<file path="src/rtl/sign_extension_pkg.sv">
// Shared decode-stage constants: immediate/register widths and extension modes.
package sign_extension_pkg;

    localparam int unsigned IMM_WIDTH = 16;
    localparam int unsigned REG_WIDTH = 32;

    typedef enum logic [1:0] {
        EXT_SIGN  = 2'b00,
        EXT_ZERO  = 2'b01,
        EXT_BYTE  = 2'b10,
        EXT_UPPER = 2'b11
    } ext_mode_e;

endpackage

</file>
<file path="src/rtl/sign_extension_if.sv">
// Immediate-extension bus: control, raw immediate and extended results.
interface sign_extension_if #(
    parameter int unsigned IN_WIDTH  = 16,
    parameter int unsigned OUT_WIDTH = 32
);

    logic                 I_LOCK;
    logic                 I_Valid;
    logic [1:0]           I_Mode;
    logic [IN_WIDTH-1:0]  In;
    logic [OUT_WIDTH-1:0] Out;
    logic [OUT_WIDTH-1:0] O_OutReg;
    logic                 O_Valid;

    modport master (
        output I_LOCK, I_Valid, I_Mode, In,
        input  Out, O_OutReg, O_Valid
    );

    modport slave (
        input  I_LOCK, I_Valid, I_Mode, In,
        output Out, O_OutReg, O_Valid
    );

endinterface

</file>
<file path="src/rtl/sign_extension_core.sv">
// Purely combinational extension-mode mux.
module sign_extension_core
    import sign_extension_pkg::*;
#(
    parameter int unsigned IN_WIDTH  = IMM_WIDTH,
    parameter int unsigned OUT_WIDTH = REG_WIDTH
) (
    input  logic [1:0]           Mode,
    input  logic [IN_WIDTH-1:0]  In,
    output logic [OUT_WIDTH-1:0] Out
);

    localparam int unsigned PAD = OUT_WIDTH - IN_WIDTH;

    if (OUT_WIDTH < IN_WIDTH || IN_WIDTH < 8) begin : g_bad_params
        $error("sign_extension_core: need OUT_WIDTH >= IN_WIDTH and IN_WIDTH >= 8");
    end

    logic [OUT_WIDTH-1:0] sign_ext;
    logic [OUT_WIDTH-1:0] zero_ext;
    logic [OUT_WIDTH-1:0] byte_ext;
    logic [OUT_WIDTH-1:0] upper_ext;

    // Build every candidate, then select by mode. With PAD == 0 the upper
    // shift is a no-op, so upper mode collapses onto zero extension.
    always_comb begin
        sign_ext  = OUT_WIDTH'($signed(In));
        zero_ext  = OUT_WIDTH'(In);
        byte_ext  = OUT_WIDTH'($signed(In[7:0]));
        upper_ext = zero_ext << PAD;
        Out       = sign_ext;
        case (Mode)
            EXT_SIGN:  Out = sign_ext;
            EXT_ZERO:  Out = zero_ext;
            EXT_BYTE:  Out = byte_ext;
            EXT_UPPER: Out = upper_ext;
            default:   Out = sign_ext;
        endcase
    end

endmodule

</file>
<file path="src/rtl/sign_extension.sv">
// Immediate-generation unit: combinational extension plus a lockable register stage.
module sign_extension
    import sign_extension_pkg::*;
#(
    parameter int unsigned IN_WIDTH  = IMM_WIDTH,
    parameter int unsigned OUT_WIDTH = REG_WIDTH
) (
    input  logic             I_CLOCK,
    input  logic             I_RESET,
    sign_extension_if.slave  bus
);

    logic [OUT_WIDTH-1:0] ext_value;

    sign_extension_core #(
        .IN_WIDTH  (IN_WIDTH),
        .OUT_WIDTH (OUT_WIDTH)
    ) u_core (
        .Mode (bus.I_Mode),
        .In   (bus.In),
        .Out  (ext_value)
    );

    // Combinational result goes straight out; decode samples it same cycle.
    always_comb begin
        bus.Out = ext_value;
    end

    // Pipelined copy: cleared asynchronously, captured only when the pipe advances.
    always_ff @(posedge I_CLOCK or posedge I_RESET) begin
        if (I_RESET) begin
            bus.O_OutReg <= '0;
            bus.O_Valid  <= 1'b0;
        end else if (bus.I_LOCK) begin
            bus.O_OutReg <= ext_value;
            bus.O_Valid  <= bus.I_Valid;
        end
    end

endmodule

</file>
<file path="src/flat_wrapper.sv">
// flat-port wrapper written by rule: the top's interface ports become plain ports
module sign_extension_flat import sign_extension_pkg::*;
#(
    parameter int unsigned IN_WIDTH  = IMM_WIDTH,
    parameter int unsigned OUT_WIDTH = REG_WIDTH
)
  (I_CLOCK, I_RESET, bus_I_LOCK, bus_I_Valid, bus_I_Mode, bus_In, bus_Out, bus_O_OutReg, bus_O_Valid);
  sign_extension_if #(.IN_WIDTH(IN_WIDTH), .OUT_WIDTH(OUT_WIDTH)) bus_i ();
  input  logic I_CLOCK;
  input  logic I_RESET;
  input wire logic [$bits(bus_i.I_LOCK)-1:0] bus_I_LOCK;
  input wire logic [$bits(bus_i.I_Valid)-1:0] bus_I_Valid;
  input wire logic [$bits(bus_i.I_Mode)-1:0] bus_I_Mode;
  input wire logic [$bits(bus_i.In)-1:0] bus_In;
  output wire logic [$bits(bus_i.Out)-1:0] bus_Out;
  output wire logic [$bits(bus_i.O_OutReg)-1:0] bus_O_OutReg;
  output wire logic [$bits(bus_i.O_Valid)-1:0] bus_O_Valid;
  assign bus_i.I_LOCK = bus_I_LOCK;
  assign bus_i.I_Valid = bus_I_Valid;
  assign bus_i.I_Mode = bus_I_Mode;
  assign bus_i.In = bus_In;
  assign bus_Out = bus_i.Out;
  assign bus_O_OutReg = bus_i.O_OutReg;
  assign bus_O_Valid = bus_i.O_Valid;
  sign_extension #(.IN_WIDTH(IN_WIDTH), .OUT_WIDTH(OUT_WIDTH)) u_core (.I_CLOCK(I_CLOCK), .I_RESET(I_RESET), .bus(bus_i));
endmodule
</file>
<file path="config.mk">
export PLATFORM = sky130hd
export DESIGN_NAME = sign_extension_flat
export DESIGN_NICKNAME = d
export VERILOG_FILES = /design/src/rtl/sign_extension_pkg.sv /design/src/rtl/sign_extension_if.sv /design/src/rtl/sign_extension_core.sv /design/src/rtl/sign_extension.sv /design/src/flat_wrapper.sv
export SDC_FILE = /design/constraint.sdc
export NUM_CORES = 1
export LEC_CHECK = 0
export ABC_AREA = 1
export CORE_MARGIN = 4
export CORE_UTILIZATION = 30
export CTS_CLUSTER_SIZE = 28
export DETAILED_ROUTE_END_ITERATION = 6
export GPL_ROUTABILITY_DRIVEN = 0
export PLACE_DENSITY = 0.62
export REMOVE_ABC_BUFFERS = 1
export SETUP_SLACK_MARGIN = 0.2
export SLEW_MARGIN = 20
export SYNTH_ARGS = -nofsm -noshare
export SYNTH_HDL_FRONTEND = slang
export SYNTH_SLANG_ARGS = --single-unit
export TNS_END_PERCENT = 5
</file>
<file path="constraint.sdc">
create_clock -name I_CLOCK -period 1.2 [get_ports I_CLOCK]
set_input_delay 0.12 -clock I_CLOCK [delete_from_list [all_inputs] [get_ports I_CLOCK]]
set_output_delay 0.12 -clock I_CLOCK [all_outputs]
set_load 0.02 [all_outputs]
</file>
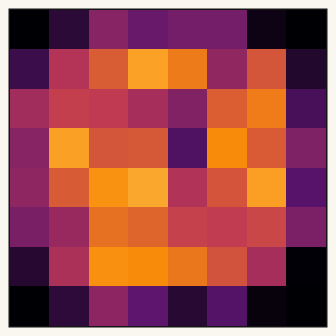
Fig. 1. Local utilization.
The die is cut into 8 by 8 equal tiles; black is low, pale yellow is high, 0 to 100% covered.
emptiest ninth of the die	lower right
fullest tile	81%
tiles over 75% full	9.4%
mean over tiles	42%
nearly empty tiles	9.4%
initial core utilization: 31.0%
core area: 5510 um^2
final core utilization: 54.5%

==> results.toml <==
# implementation run metrics
[status]
run_status = "complete, no violations"

[final_timing]
final-hold-violation-count = 0
period_needed_ns = 1.08
tightestPinTransition_ns = 0.238
final_min_period_over_clock_period_pct = 90.4
maxSlewHeadroom_pct = 84.2
setup_tns_ns = 0
final-max-slew-violation-count = 0
skew_ns = 0
number_of_failing_setup_endpoints_in_the_final_timing_report = 0
setup_ws_ns = 0.116
grt_setup_unrepaired = "true"
max_freq_ghz = 0.922
hold_slack_ns = 0.187

[final_layout]
syn2layout_area_growth_pct = 75.9
num_sequential = 33
largest_reg_flops = 32
number_of_ordinary_inverters_in_the_final_layout = 13
largest_registers = "u_core.bus.O_OutReg (32), u_core.bus.O_Valid (1)"
seq_area_share_pct = 27.5
clockNetworkAreaShare_pct = 2.88
finish.net_count = 347
layout.nonclk_buf_share_pct = 38.5
n_clock_buffer = 7
antennaDiodeCount = 0
drive_gt1_share_pct = 34.2
regMostFlops = "u_core.bus.O_OutReg"
final_layout_top_logic_cells = "sky130_fd_sc_hd__nand2_1, sky130_fd_sc_hd__buf_4, sky130_fd_sc_hd__dfrtp_1, sky130_fd_sc_hd__clkdlybuf4s15_1, sky130_fd_sc_hd__nand3_1"
mostFrequentLayoutCell = "sky130_fd_sc_hd__nand2_1"
dominant_cells = "non-clock buffers"

[route]
postRouteAntennaNets = 0
via_per_inst = 4.48
vias = 1777
drt-pass1-iter-count = 6
top_layer_used = "met4"
first_iter_violations = 68
met3WireLength_um = 395
met2WireLength_mm = 2.67
drt_drc_violations_left = 0
detail_route.wirelength.met1_mm = 2.48

[critical_path]
timing.critical_path.fanout_max = 5
worst_path_dominant_cell_family = "buffers and inverters"
setup.reg_to_reg.worst_slack_ns = 0.55
critical-path-top-cell-by-count = "sky130_fd_sc_hd__buf_4"
crit_arrival_ns = 0.96
ff2ff_path_depth = 2
worstReg2RegStart = "u_core.bus.O_OutReg[13]"
cp_slowest_stage_delay_ns = 0.26
cp_data_required_time_ns = 1.08
crit_path_end_kind = "output pin"
critical_path_depth = 6
cp_capture_point = "bus_Out[25]"
crit-reg2reg-capture = "u_core.bus.O_OutReg[13]"
cp-startpoint = "bus_I_Mode[1]"
crit_path_cell_trace = "buf_8 > bufbuf_16 > buf_4 > nand3_1 > nand3_2 > buf_4"
critical-path-slowest-cell = "sky130_fd_sc_hd__bufbuf_16"

[synth]
yosys_most_used_dff = "sky130_fd_sc_hd__dfrtp_1"
synthMuxAreaShare_pct = 0
post_synth_adder_cell_area_pct = 0
postSynth.asyncResetShare_pct = 100
post_synth_most_frequent_cells = "sky130_fd_sc_hd__nand2_1, sky130_fd_sc_hd__dfrtp_1, sky130_fd_sc_hd__nor2_1"
postSynthCellCount = 211
synth-edff-count = 0
synth.area.top_cells = "sky130_fd_sc_hd__dfrtp_1, sky130_fd_sc_hd__nand2_1, sky130_fd_sc_hd__nand3_2, sky130_fd_sc_hd__nand3_1, sky130_fd_sc_hd__buf_6"
simple_gate_area_share_pct = 39.0
yosys.cell_count.top_type = "sky130_fd_sc_hd__nand2_1"
post_synth.cell_area_avg_um2 = 8.09
synth.cellmix.xorXnorShare_pct = 0
yosys.cell_types.count = 13
syn_std_cell_area_um2 = 1710
synth.comb.largest_family = "simple AND/OR/NAND/NOR gates"
yosysTopAreaCell = "sky130_fd_sc_hd__dfrtp_1"
yosysWarnings = 0
synthAoiAreaFrac_pct = 3.30
synth-seq-area-share_pct = 48.4
yosys-stat-cells = 211

[floorplanning]
fp.dieArea_um2 = 6960
ioPinCount = 87
die_w_um = 83.4
die_height_um = 83.4

[global_routing]
globalRouteTotalUtil_pct = 16.9
use_met2_pct = 28.2
grt_first_pass_wirelength_mm = 9.58
globalRouteMet1Util_pct = 21.9
globalRoute.totalOverflow = 0
gr-usage-met3_pct = 4.86

[clocking]
cts_tree = "built"
cts.repair_timing.setup_buffer_count = 6
cts_hold_repair.buffers = 0
post_cts_resize_count = 257
ctsRootBufferMaster = "sky130_fd_sc_hd__clkbuf_8"
tritoncts_num_sinks = 33
tritoncts_buffers = 5
worstSkewPairLatency_ns = 0.28

[power]
p_seq_w = 0.00129
seq_power_share_pct = 39.2
power.largest_group = "registers"
combinationalPowerShare_pct = 35.1
power.clock.total_w = 0.000842
p_sw_w = 0.00108
p_int_w = 0.00220
power-per-cell-area_nw_per_um2 = 1090

[run]
number_of_warnings_in_the_stage_logs = 27

[place]
placed_cells = 381
place_area_um2 = 2810
dpl_worst_slack_ns = -0.761
port_buffers = 86
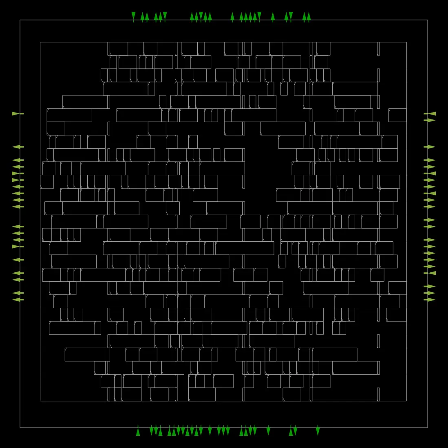
Fig. 2. Cell placement.
FP Rows: 27
num tapcells: 72
number of standard cells in the final layout excluding fillers: 397

Power is estimated from default activity; no workload was simulated.
